File: config.mk
export PLATFORM = sky130hd
export DESIGN_NAME = mem_arbiter
export DESIGN_NICKNAME = d
export VERILOG_FILES = /design/src/rtl/mem_arbiter.sv
export SDC_FILE = /design/constraint.sdc
export NUM_CORES = 1
export LEC_CHECK = 0
export ABC_AREA = 0
export CAP_MARGIN = 20
export CORE_ASPECT_RATIO = 2
export CORE_MARGIN = 2
export CORE_UTILIZATION = 41
export CTS_CLUSTER_DIAMETER = 120
export CTS_CLUSTER_SIZE = 40
export DETAILED_ROUTE_END_ITERATION = 10
export GPL_TIMING_DRIVEN = 0
export PLACE_DENSITY_LB_ADDON = 0.1
export REMOVE_ABC_BUFFERS = 1
export SETUP_SLACK_MARGIN = 0.1
export SYNTH_ARGS = -nofsm -noshare
export SYNTH_HDL_FRONTEND = slang
export SYNTH_SLANG_ARGS = --single-unit
File: constraint.sdc
create_clock -name clk -period 1.9 [get_ports clk]
set_input_delay 0.285 -clock clk [delete_from_list [all_inputs] [get_ports clk]]
set_output_delay 0.285 -clock clk [all_outputs]
set_load 0.03 [all_outputs]
File: src/rtl/mem_arbiter.sv
// Round-robin arbiter sharing one single-port synchronous RAM between two
// requesters; one access every three cycles, read data routed to the winner.
module mem_arbiter #(
  parameter int ADDR_WIDTH = 6,
  parameter int DATA_WIDTH = 16
) (
  input  logic                  clk,
  input  logic                  rst_n,
  input  logic                  req0,
  input  logic                  req1,
  input  logic                  we0,
  input  logic                  we1,
  input  logic [ADDR_WIDTH-1:0] addr0,
  input  logic [ADDR_WIDTH-1:0] addr1,
  input  logic [DATA_WIDTH-1:0] wdata0,
  input  logic [DATA_WIDTH-1:0] wdata1,
  output logic                  gnt0,
  output logic                  gnt1,
  output logic                  rvalid0,
  output logic                  rvalid1,
  output logic [DATA_WIDTH-1:0] rdata0,
  output logic [DATA_WIDTH-1:0] rdata1,
  output logic                  busy,
  output logic                  mem_we,
  output logic [ADDR_WIDTH-1:0] mem_addr,
  output logic [DATA_WIDTH-1:0] mem_data,
  input  logic [DATA_WIDTH-1:0] mem_out
);

  // state | meaning
  // IDLE  | no access in flight; arbitrate on req0/req1
  // ISSUE | gnt pulse high; RAM samples mem_* at the end of this cycle
  // RESP  | mem_out valid; captured into the winner's rdata
  typedef enum logic [1:0] {IDLE, ISSUE, RESP} state_t;

  state_t state;
  logic   last;
  logic   pick;

  // Tie goes to the port that did not win last; last also names the owner in flight.
  always_comb begin
    pick = 1'b0;
    if (req0 && req1) pick = ~last;
    else if (req1)    pick = 1'b1;
  end

  always_ff @(posedge clk or negedge rst_n) begin
    if (!rst_n) begin
      state    <= IDLE;
      last     <= 1'b1;
      gnt0     <= 1'b0;
      gnt1     <= 1'b0;
      rvalid0  <= 1'b0;
      rvalid1  <= 1'b0;
      rdata0   <= '0;
      rdata1   <= '0;
      busy     <= 1'b0;
      mem_we   <= 1'b0;
      mem_addr <= '0;
      mem_data <= '0;
    end else begin
      case (state)
        IDLE: begin
          rvalid0 <= 1'b0;
          rvalid1 <= 1'b0;
          if (req0 || req1) begin
            last     <= pick;
            gnt0     <= ~pick;
            gnt1     <= pick;
            mem_we   <= pick ? we1 : we0;
            mem_addr <= pick ? addr1 : addr0;
            mem_data <= pick ? wdata1 : wdata0;
            busy     <= 1'b1;
            state    <= ISSUE;
          end
        end
        ISSUE: begin
          gnt0   <= 1'b0;
          gnt1   <= 1'b0;
          mem_we <= 1'b0;
          state  <= RESP;
        end
        RESP: begin
          if (last) begin
            rdata1  <= mem_out;
            rvalid1 <= 1'b1;
          end else begin
            rdata0  <= mem_out;
            rvalid0 <= 1'b1;
          end
          busy  <= 1'b0;
          state <= IDLE;
        end
        default: state <= IDLE;
      endcase
    end
  end

endmodule
Run 1, metal 1:
Bar = 20 um. Cells faint in the background.
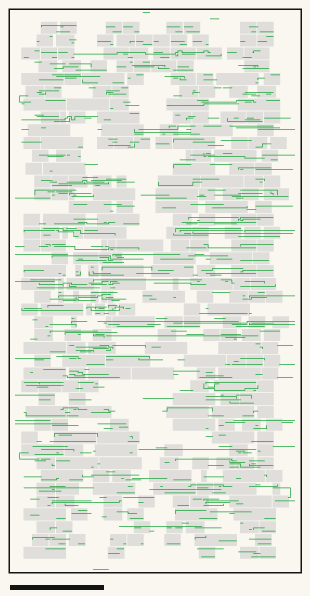
The longest straight run is 32.2 um. The layer holds 40% of the routed length. The wires run mostly horizontal.
via count: 1,879
grt met1 use: 20.4%

Run 1, metal 2:
Bar = 20 um. Cells faint in the background.
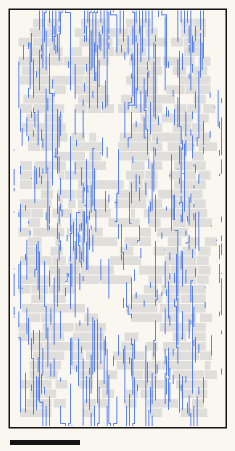
The layer holds 51% of the routed length. The wires run mostly vertical. The longest straight run is 30.6 um. 350 nets have wire on it.

==> flow_metrics.env, run 1 <==
# implementation run metrics
export IMPL_cts_buffer_depth=2
export IMPL_cap_viol_max_count=0
export IMPL_largest_class="sequential cells"
export IMPL_synth_area_top_cells="dfrtp_1 57%, mux2_2 25%, mux2_4 9.4%, dfstp_2 0.96%, buf_2 0.92%"
export IMPL_min_period_ns=1.70
export IMPL_fp_util_pct=41.9
export IMPL_worst_path_buf_inv=1
export IMPL_place_congestion=0.697
export IMPL_worstMarginPinSlew_ns=0.603
export IMPL_postSynthCellCount=175
export IMPL_cp_max_fo=14
export IMPL_synth_top_cell_by_area="dfrtp_1"
export IMPL_gr_usage_all_layers_pct=17.1
export IMPL_outcome="finished, final reports clean"
export IMPL_slowest_delay_ns=0.62
export IMPL_post_cts_setup_buffer_count=1
export IMPL_logic_gate_count=101
export IMPL_worstPathCellList="a21bo_4 -> buf_16 -> mux2_2 -> mux2_2"
export IMPL_maxSlewHeadroom_pct=59.8
export IMPL_hold_depth=2
export IMPL_drtAntennaViolNets=0
export IMPL_vdd_ir_drop_max_mv=1.40
export IMPL_cp_startpoint="last$_DFFE_PN1P_"
export IMPL_p_leak_nw=1.88
export IMPL_clk_pin_slew_ns=0.05
export IMPL_first_global_vias=1918
export IMPL_clk_latency_ns=0.32
export IMPL_wl_um=5940
export IMPL_ctsResizeCount=4
export IMPL_adder_share_pct=0
export IMPL_cts_tree="done"
export IMPL_setup_viol=0
export IMPL_postSynthSeqShare_pct=57.8
export IMPL_startpoint_type="flip-flop"
export IMPL_drt_iter0_markers=55
export IMPL_fin_util_pct=67.6
export IMPL_path_depth=4
export IMPL_rows=42
export IMPL_worstSetupPathType="flip-flop to flip-flop"
export IMPL_hold_end="busy$_DFFE_PN0P_"
export IMPL_ys_sh_simple_pct=2.57
export IMPL_finalPower_w=0.00817
export IMPL_nFillCells=560
export IMPL_ys_flops=63
export IMPL_warnings=25
export IMPL_clock_root_buffer="clkbuf_16"
export IMPL_clkbuf_count=15
export IMPL_crit_end="mem_data[15]$_DFFE_PN0P_"
export IMPL_synth_cell_types=22
export IMPL_placed_cells=383
export IMPL_rsz0062_at_grt="false"
export IMPL_min_delay_start="busy$_DFFE_PN0P_"
export IMPL_post_place_ws_ns=-0.518
export IMPL_drt_first_pass_iters=3
export IMPL_grt_pass1_wl_um=9160
export IMPL_reg2reg_depth=4
export IMPL_antenna_found_initial=0
export IMPL_ys_sh_aoi_pct=1.74
export IMPL_ys_warn_count=0
export IMPL_avgRoutedWirePerCell_um=14.8
export IMPL_lay_top_cells="124 x clkdlybuf4s50_1, 62 x dfrtp_1, 60 x mux2_2"
export IMPL_yosys_area_sq_um=2730
export IMPL_crit_path_top_delay_cell="dfstp_2"
export IMPL_drive_gt1_share_pct=31.9
export IMPL_ios=126
export IMPL_endpoint_kind="flip-flop"
export IMPL_n_tap_cell=88
export IMPL_setup_tns_ns=0
export IMPL_final_nets=374
export IMPL_htreeDepth=3
export IMPL_synth_area_sq_um=2730
export IMPL_buffers=130
export IMPL_fmax_mhz=588
export IMPL_area_growth_pct=61.3
export IMPL_drc=0
export IMPL_hold_viol=0
export IMPL_power_density_nw_per_um2=1860
export IMPL_post_route_period_util_pct=89.5
export IMPL_dr_wl_met3_um=448
export IMPL_n_all_inverters=3
export IMPL_fin_ws_ns=0.200
export IMPL_r2r_start="last$_DFFE_PN1P_"
export IMPL_path_delay_family="flip-flops"
export IMPL_mostFrequentLayoutCell="clkdlybuf4s50_1"
export IMPL_wl_met1_um=2400
export IMPL_worstHoldPathType="flip-flop to flip-flop"
export IMPL_cts_inserted_buffers=9
export IMPL_hold_buffers=1
export IMPL_arrival_ns=1.90
export IMPL_xor_share_pct=0
export IMPL_clock_skew_ns=0.00490
export IMPL_reg2reg_slack_ns=0.20
export IMPL_mux_area_share_pct=34.8
export IMPL_crit_top_cell="mux2_2"
export IMPL_sh_comb_area_pct=24.8
export IMPL_clock_cell_area_share_pct=6.19
export IMPL_top_cell_area_share_pct=56.9
export IMPL_syn_avg_cell_area_sq_um=15.6
export IMPL_maxSlewViolCount=0
Run 1, M3 wires:
Bar = 20 um. Cells faint in the background.
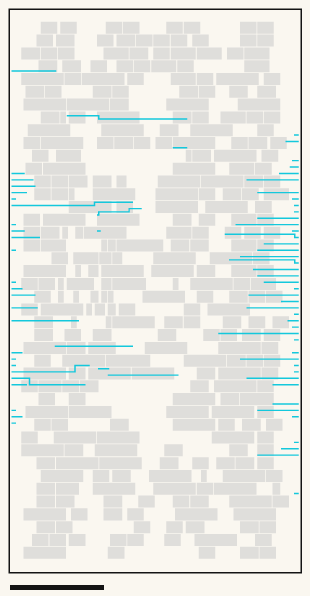
The wires run mostly horizontal. 69 nets have wire on it.

Run 1, ports around the boundary:
Bar = 20 um. Pins as bars across the die edge, other pins in grey.
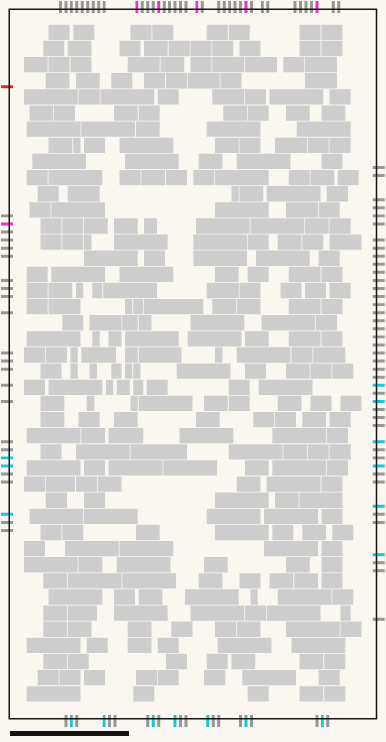
Key: magenta = addr1 [pins 6, direction input, edge 5 north, 1 west]; cyan = rdata0 [pins 16, direction output, edge 7 south, 6 east, 3 west]; red = clk [pins 1, direction input, edge west]
All pins by edge: 43 east, 37 north, 25 west, 21 south.
die width: 61.7 um
input/output buffers: 125
die height: 119 um

-- run 1: cells in the mapped netlist --
library cell and count:
a21bo_1 1, a21oi_1 3, a31oi_1 1, and2_1 1, buf_12 1, buf_2 5, buf_6 1, buf_8 1
dfrtp_1 62, dfstp_2 1, inv_1 3, mux2_2 60, mux2_4 17, mux2i_1 2, nand2_1 3, nand2b_1 2
nand3_1 1, nor2_1 6, nor2_2 1, o21ai_2 1, o31ai_1 1, or2_2 1
-- run 1: where the power goes --
| part | internal (W) | switching (W) | total [W] |
|---|---|---|---|
| clock | 0.000950 | 0.000506 | 0.00146 |
| sequential | 0.00205 | 0.000372 | 0.00242 |
| combinational | 0.00210 | 0.00220 | 0.00430 |
| total | 0.00509 | 0.00307 | 0.00817 |
-- run 1: sequential cells by signal (all words and copies together) (netlist names) --
name      flops
gnt0          1
busy          1
gnt1          1
rvalid0       1
rvalid1       1
rdata0       16
last          1
state         2
mem_data     16
mem_addr      6
mem_we        1
rdata1       16
-- run 1: worst register-to-register path: cells and delay by family, from the launching register on --
kind | cells | cell delay (ns)
AND-OR/OR-AND | 1 | 0.20
buffers and inverters | 1 | 0.16
flip-flops | 1 | 0.62
multiplexers | 2 | 0.60
-- run 1: layer usage --
| metal | vias up | global-route usage, % |
|---|---|---|
| met2 | 78 | 26.3 |
| met4 | 0 | 7.98 |
| li1 | 885 | - |
| met5 | - | 0 |
| met3 | 4 | 6.62 |
| met1 | 912 | 20.4 |
-- run 1: metrics by stage --
step           cell area (sq um)  hold slack (ns)
2_1_floorplan               2660          -0.0106
3_3_place_gp                4020            0.468
3_5_place_dp                4080            0.330
4_1_cts                     4400            0.491
5_1_grt                     4400            0.509
6_report                    4400            0.488
Run 1, routing congestion map:
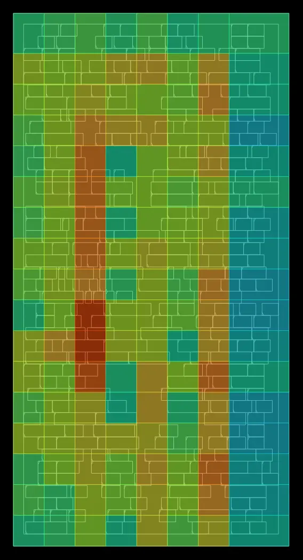

==> run 2, diff against run 1 <==
--- a/config.mk
+++ b/config.mk
@@ -8,7 +8,6 @@
 export ABC_AREA = 0
 export CAP_MARGIN = 20
 export CORE_ASPECT_RATIO = 2
-export CORE_MARGIN = 2
 export CORE_UTILIZATION = 41
 export CTS_CLUSTER_DIAMETER = 120
 export CTS_CLUSTER_SIZE = 40
Run 2, routing congestion map:
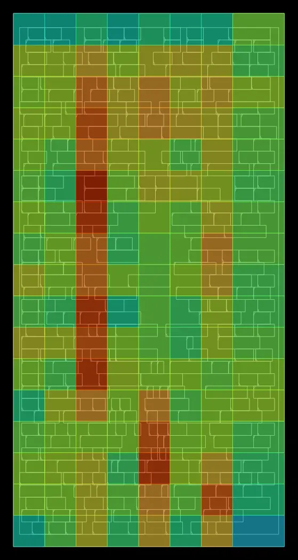
GRT met3 Usage: 7.83%
Top Usage Layer GRT: met2
grt met1 use: 18.7%
DR WL/cell: 14.2 um

==> run 2 against run 1 <==
Via count decreased by 0.16%. Hold slack got worse by 0.44 ns. Sequential power about the same. Clock power increased by 8%. Combinational power shrank 1%. Sequential cell count unchanged. Count of clock-buffer cells in the layout shrank 3. Critical path type unchanged. Critical endpoint is now mem_data[1]$_DFFE_PN0P_.
==> flow_metrics.env, run 2 <==
# implementation run metrics
export IMPL_outcome="finished, final reports clean"
export IMPL_edf_count=0
export IMPL_top_cell_area_share_pct=56.9
export IMPL_drive_gt1_share_pct=32.7
export IMPL_place_congestion=0.729
export IMPL_vdd_ir_drop_max_mv=0.910
export IMPL_maxSlewHeadroom_pct=48.5
export IMPL_cts_inserted_buffers=9
export IMPL_drt_first_pass_iters=3
export IMPL_wl_met1_um=1940
export IMPL_min_period_ns=1.72
export IMPL_top_regs="mem_data: 16 flops, rdata0: 16 flops, rdata1: 16 flops"
export IMPL_synth_cell_types=22
export IMPL_adder_share_pct=0
export IMPL_hold_buffers=0
export IMPL_mostFrequentLayoutCell="clkdlybuf4s50_1"
export IMPL_yosys_area_sq_um=2730
export IMPL_clk_latency_ns=0.32
export IMPL_lay_top_cells="124 x clkdlybuf4s50_1, 62 x dfrtp_1, 60 x mux2_2"
export IMPL_hold_viol=0
export IMPL_first_global_vias=2032
export IMPL_die_x_um=59.7
export IMPL_xor_share_pct=0
export IMPL_dpl_cell_area_sq_um=4060
export IMPL_htreeDepth=3
export IMPL_top_cells_by_count="62 x dfrtp_1, 60 x mux2_2, 17 x mux2_4, 6 x nor2_1, 5 x buf_2"
export IMPL_async_flop_share_pct=100
export IMPL_arrival_ns=1.93
export IMPL_rows=41
export IMPL_ys_sh_simple_pct=2.57
export IMPL_synth_area_top_cells="dfrtp_1 57%, mux2_2 25%, mux2_4 9.4%, dfstp_2 0.96%, buf_2 0.92%"
export IMPL_clock_skew_ns=0.00436
export IMPL_fmax_mhz=581
export IMPL_power_density_nw_per_um2=1880
export IMPL_area_growth_pct=60.5
export IMPL_postSynthSeqShare_pct=57.8
export IMPL_cts_tree="done"
export IMPL_power_frac_comb_pct=51.6
export IMPL_grt_pass1_wl_um=9510
export IMPL_fp_util_pct=42.9
export IMPL_power_combinational_w=0.00425
export IMPL_ys_flops=63
export IMPL_nFillCells=523
export IMPL_cp_max_fo=18
export IMPL_worstMarginPinSlew_ns=0.773
export IMPL_cap_viol_max_count=0
export IMPL_dr_wl_met3_um=419
export IMPL_mux_area_share_pct=34.8
export IMPL_ys_warn_count=0
export IMPL_startpoint_type="flip-flop"
export IMPL_pwr_share_seq_pct=29.3
export IMPL_crit_end="mem_data[1]$_DFFE_PN0P_"
export IMPL_synth_top_cell_by_area="dfrtp_1"
export IMPL_synthFlopType="dfrtp_1"
export IMPL_final_nets=373
export IMPL_pg_clk_w=0.00157
export IMPL_post_route_period_util_pct=90.6
export IMPL_synth_area_sq_um=2730
export IMPL_reg2reg_depth=4
export IMPL_worstHoldPathType="primary input to asynchronous set/reset pin"
export IMPL_p_leak_nw=1.88
export IMPL_portBuffers=125
export IMPL_placed_cells=380
export IMPL_maxSlewViolCount=0
export IMPL_synth_top_cell_by_count="dfrtp_1"
export IMPL_rsz0062_at_grt="false"
export IMPL_ys_sh_aoi_pct=1.74
export IMPL_postSynthCellCount=175
export IMPL_clk_pin_slew_ns=0.05
export IMPL_cp_startpoint="last$_DFFE_PN1P_"
export IMPL_design_area_sq_um=4380
Run 2, metal 2:
Bar = 20 um. Cells faint in the background.
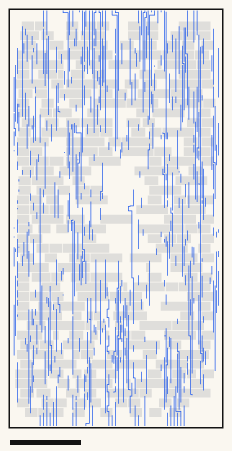
The wires run mostly vertical. The layer holds 56% of the routed length. 348 nets have wire on it.
met2 GRT Util: 31.5%
via count: 1,876
final wirelength: 5650 um

-- run 2: cell counts after synthesis --
Identical to the previous run, type by type.
-- run 2: final cells by class --
class                   count  area [sq um]  share of cell area, %
multi-input cells         101          1080                   24.8
well taps                  86           108                   2.46
repair buffers            129          1310                   29.8
flip-flops and latches     63          1580                   36.0
clock buffers              12           246                   5.63
inverters                   3          11.3                  0.257
clock inverters             4          45.0                   1.03
-- run 2: repair_timing --
action,CTS,global route
pin swaps,0,1
setup buffers,0,2
setup endpoints to repair,50,5
gates resized,4,0
-- run 2: worst max-delay path, stage by stage, from the launching register on --
cell and delay, ns:
dfstp_2 0.62, a21bo_4 0.20, buf_16 0.18, mux2_2 0.34, mux2_2 0.25
-- run 2: worst min path at each step --
stage                      from                      to  slack, ns  depth (start not counted)
6_report                  rst_n  rdata1[10]$_DFFE_PN0P_       0.05                          1
5_1_grt                   rst_n  rdata0[13]$_DFFE_PN0P_       0.12                          1
4_1_cts                   rst_n  rdata1[13]$_DFFE_PN0P_       0.07                          1
3_5_place_dp              rst_n  rdata1[13]$_DFFE_PN0P_       0.42                          1
3_3_place_gp   busy$_DFFE_PN0P_        busy$_DFFE_PN0P_       0.46                          2
2_1_floorplan             rst_n        busy$_DFFE_PN0P_      -0.01                          0
-- run 2: metrics by stage --
stage / utilization, % / worst slack [ns] / hold slack [ns] / TNS (ns) / power, W
4_1_cts: 68.6 / 0.101 / 0.0706 / 0 / 0.00837
5_1_grt: 68.8 / 0.139 / 0.115 / 0 / 0.00870
3_3_place_gp: 63.1 / -1.55 / 0.462 / -114.03 / 0.00660
2_1_floorplan: - / -0.192 / -0.0106 / -3.22 / 0.00490
3_5_place_dp: 63.8 / -0.328 / 0.419 / -5.77 / 0.00671
6_report: 68.8 / 0.179 / 0.0453 / 0 / 0.00824
==> run 3, diff against run 2 <==
--- a/config.mk
+++ b/config.mk
@@ -12,10 +12,12 @@
 export CTS_CLUSTER_DIAMETER = 120
 export CTS_CLUSTER_SIZE = 40
 export DETAILED_ROUTE_END_ITERATION = 10
+export GPL_ROUTABILITY_DRIVEN = 0
 export GPL_TIMING_DRIVEN = 0
 export PLACE_DENSITY_LB_ADDON = 0.1
 export REMOVE_ABC_BUFFERS = 1
 export SETUP_SLACK_MARGIN = 0.1
+export SLEW_MARGIN = 20
 export SYNTH_ARGS = -nofsm -noshare
 export SYNTH_HDL_FRONTEND = slang
 export SYNTH_SLANG_ARGS = --single-unit
Run 3, ports around the boundary:
Bar = 20 um. Pins as bars across the die edge, other pins in grey.
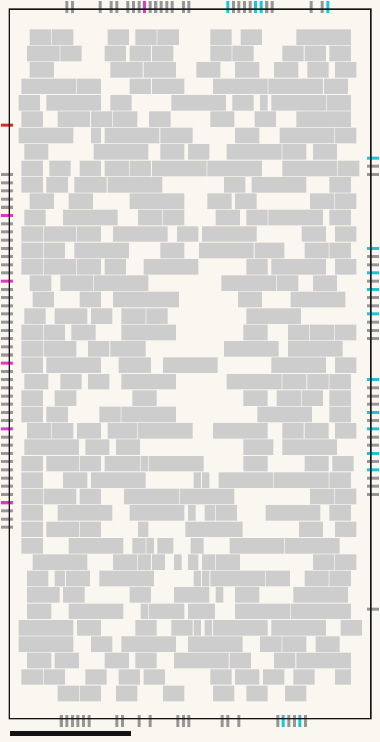
Key: magenta = addr1 [pins 6, direction input, edge 5 west, 1 north]; red = clk [pins 1, direction input, edge west]; cyan = rdata0 [pins 16, direction output, edge 10 east, 4 north, 2 south]

Run 3, M3 wires:
Bar = 20 um. Cells faint in the background.
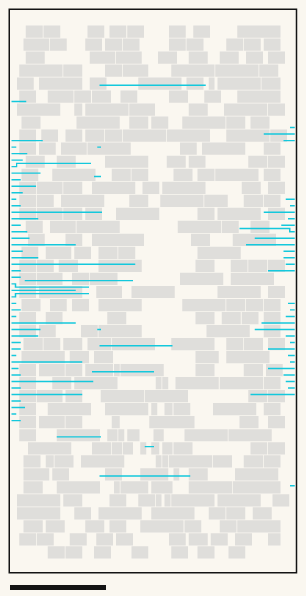
The layer holds 7.9% of the routed length. The longest straight run is 25.5 um.
GRT met3 Usage: 8.05%
final wirelength: 6000 um
via count: 1,906

==> run 3 against run 2 <==
Sequential share of layout area decreased by 0.34 points. Critical path depth unchanged. Total power increased by 1.1%. Worst setup slack got worse by 0.042 ns. Clock skew increased by 0.0025 ns. First-iteration DRC count increased by 6.7%. Sequential power about the same. Hold slack improved by 0.30 ns. Count of clock-buffer cells in the layout increased by 1. Synthesized cell count unchanged. Sequential cell count unchanged. Cell count unchanged. Critical endpoint is now mem_data[2]$_DFFE_PN0P_. Largest power group unchanged. Highest routed layer unchanged.
==> flow_metrics.env, run 3 <==
# implementation run metrics
export IMPL_portBuffers=125
export IMPL_postSynthCellCount=175
export IMPL_ctsResizeCount=4
export IMPL_hold_buffers=1
export IMPL_mostFrequentLayoutCell="clkdlybuf4s50_1"
export IMPL_ys_warn_count=0
export IMPL_top_cells_by_count="62 x dfrtp_1, 60 x mux2_2, 17 x mux2_4, 6 x nor2_1, 5 x buf_2"
export IMPL_avgRoutedWirePerCell_um=15.1
export IMPL_power_frac_comb_pct=51.1
export IMPL_p_seq_w=0.00242
export IMPL_maxSlewHeadroom_pct=61.4
export IMPL_setup_tns_ns=0
export IMPL_power_combinational_w=0.00426
export IMPL_ios=126
export IMPL_r2r_start="last$_DFFE_PN1P_"
export IMPL_fp_dieH_um=117
export IMPL_clk_pin_slew_ns=0.05
export IMPL_clock_root_buffer="clkbuf_16"
export IMPL_top_regs="mem_data: 16 flops, rdata0: 16 flops, rdata1: 16 flops"
export IMPL_reg2reg_slack_ns=0.18
export IMPL_post_place_ws_ns=-0.475
export IMPL_hold_viol=0
export IMPL_first_global_vias=2091
export IMPL_worstPathCellList="clkdlybuf4s50_1 -> a21bo_4 -> mux2_2 -> mux2_2"
export IMPL_p_sw_share_pct=37.4
export IMPL_power_leader="combinational logic"
export IMPL_drtAntennaViolNets=0
export IMPL_crit_top_cell="mux2_2"
export IMPL_synth_area_top_cells="dfrtp_1 57%, mux2_2 25%, mux2_4 9.4%, dfstp_2 0.96%, buf_2 0.92%"
export IMPL_intPower_w=0.00522
export IMPL_power_density_nw_per_um2=1890
export IMPL_syn_avg_cell_area_sq_um=15.6
export IMPL_worstSetupPathType="primary input to flip-flop"
export IMPL_pg_clk_w=0.00165
export IMPL_arrival_ns=1.97
export IMPL_antenna_found_initial=0
export IMPL_async_flop_share_pct=100
export IMPL_drt_iter0_markers=48
export IMPL_rows=41
export IMPL_postSynthSeqShare_pct=57.8
export IMPL_drive_gt1_share_pct=32.7
export IMPL_gr_usage_all_layers_pct=19.5
export IMPL_worstHoldPathType="primary input to asynchronous set/reset pin"
export IMPL_drc=0
export IMPL_ys_flops=63
export IMPL_holdWs_ns=0.342
export IMPL_post_cts_setup_buffer_count=0
export IMPL_lay_top_cells="123 x clkdlybuf4s50_1, 62 x dfrtp_1, 60 x mux2_2"
export IMPL_cts_inserted_buffers=9
export IMPL_worstMarginPinSlew_ns=0.577
export IMPL_min_period_ns=1.76
export IMPL_outcome="finished, final reports clean"
export IMPL_cp_startpoint="req1"
export IMPL_endpoint_kind="flip-flop"
export IMPL_fin_ws_ns=0.136
export IMPL_clk_latency_ns=0.32
export IMPL_grt_pass1_wl_um=9980
export IMPL_area_growth_pct=62.0
export IMPL_startpoint_type="primary input"
export IMPL_p_leak_nw=1.90
export IMPL_warnings=25
export IMPL_final_nets=373
export IMPL_cts_buffer_depth=2
export IMPL_crit_end="mem_data[2]$_DFFE_PN0P_"
export IMPL_drt_first_pass_iters=3
export IMPL_setup_viol=0
export IMPL_synth_top_cell_by_area="dfrtp_1"
export IMPL_synth_area_sq_um=2730
export IMPL_synth_cell_types=22
export IMPL_fp_util_pct=42.9
export IMPL_crit_path_top_delay_cell="clkdlybuf4s50_1"
==> run 3: cell count changes in the layout (fill, tap and decap cells not counted) <==
| cell | delta |
|---|---|
| clkdlybuf4s50_1 | -1 |
| buf_4 | -2 |
| o21ai_4 | +2 |
| a21bo_4 | +1 |
| buf_8 | -1 |
| dlygate4sd3_1 | +1 |
| clkbuf_1 | -1 |
| dlymetal6s2s_1 | +1 |
| clkinv_2 | -1 |
| o21ai_2 | -1 |
| clkbuf_8 | +2 |
==> run 3: cell type report <==
cell class,count,area (sq um)
sequential,63,1580
clock buffer,13,270
clock inverter,3,40.0
tap,86,108
multi-input combinational,103,1120
timing repair buffer,127,1290
fill,517,1940
inverter,3,11.3
==> run 3: metrics by stage <==
step | util, % | total power, W
6_report | 69.5 | 0.00834
5_1_grt | 69.5 | 0.00878
4_1_cts | 69.3 | 0.00844
3_5_place_dp | 63.7 | 0.00668
3_3_place_gp | 63.1 | 0.00660
2_1_floorplan | - | 0.00490
==> run 3: critical path: cells and delay by family <==
family,cells,cell delay [ns]
compound gates,1,0.44
mux,2,0.63
buf+inv,1,0.61
==> run 3: per-layer routing <==
| metal | vias to the layer above | global-route usage (%) | wire (um) |
|---|---|---|---|
| met5 | - | 0 | 0 |
| met1 | 929 | 19.2 | 2010 |
| met4 | 0 | 9.16 | 128 |
| li1 | 881 | - | - |
| met2 | 85 | 33.5 | 3400 |
| met3 | 11 | 8.05 | 475 |
==> run 3: cell families (layout without fill, tap and decap cells) <==
kind of cell	count (synthesis)	after routing	synth area share, %
simple gates	15	15	2.57
buf+inv	11	146	3.03
mux	79	79	34.8
flops	63	63	57.8
compound gates	7	9	1.74
Power is estimated from default activity; no workload was simulated.
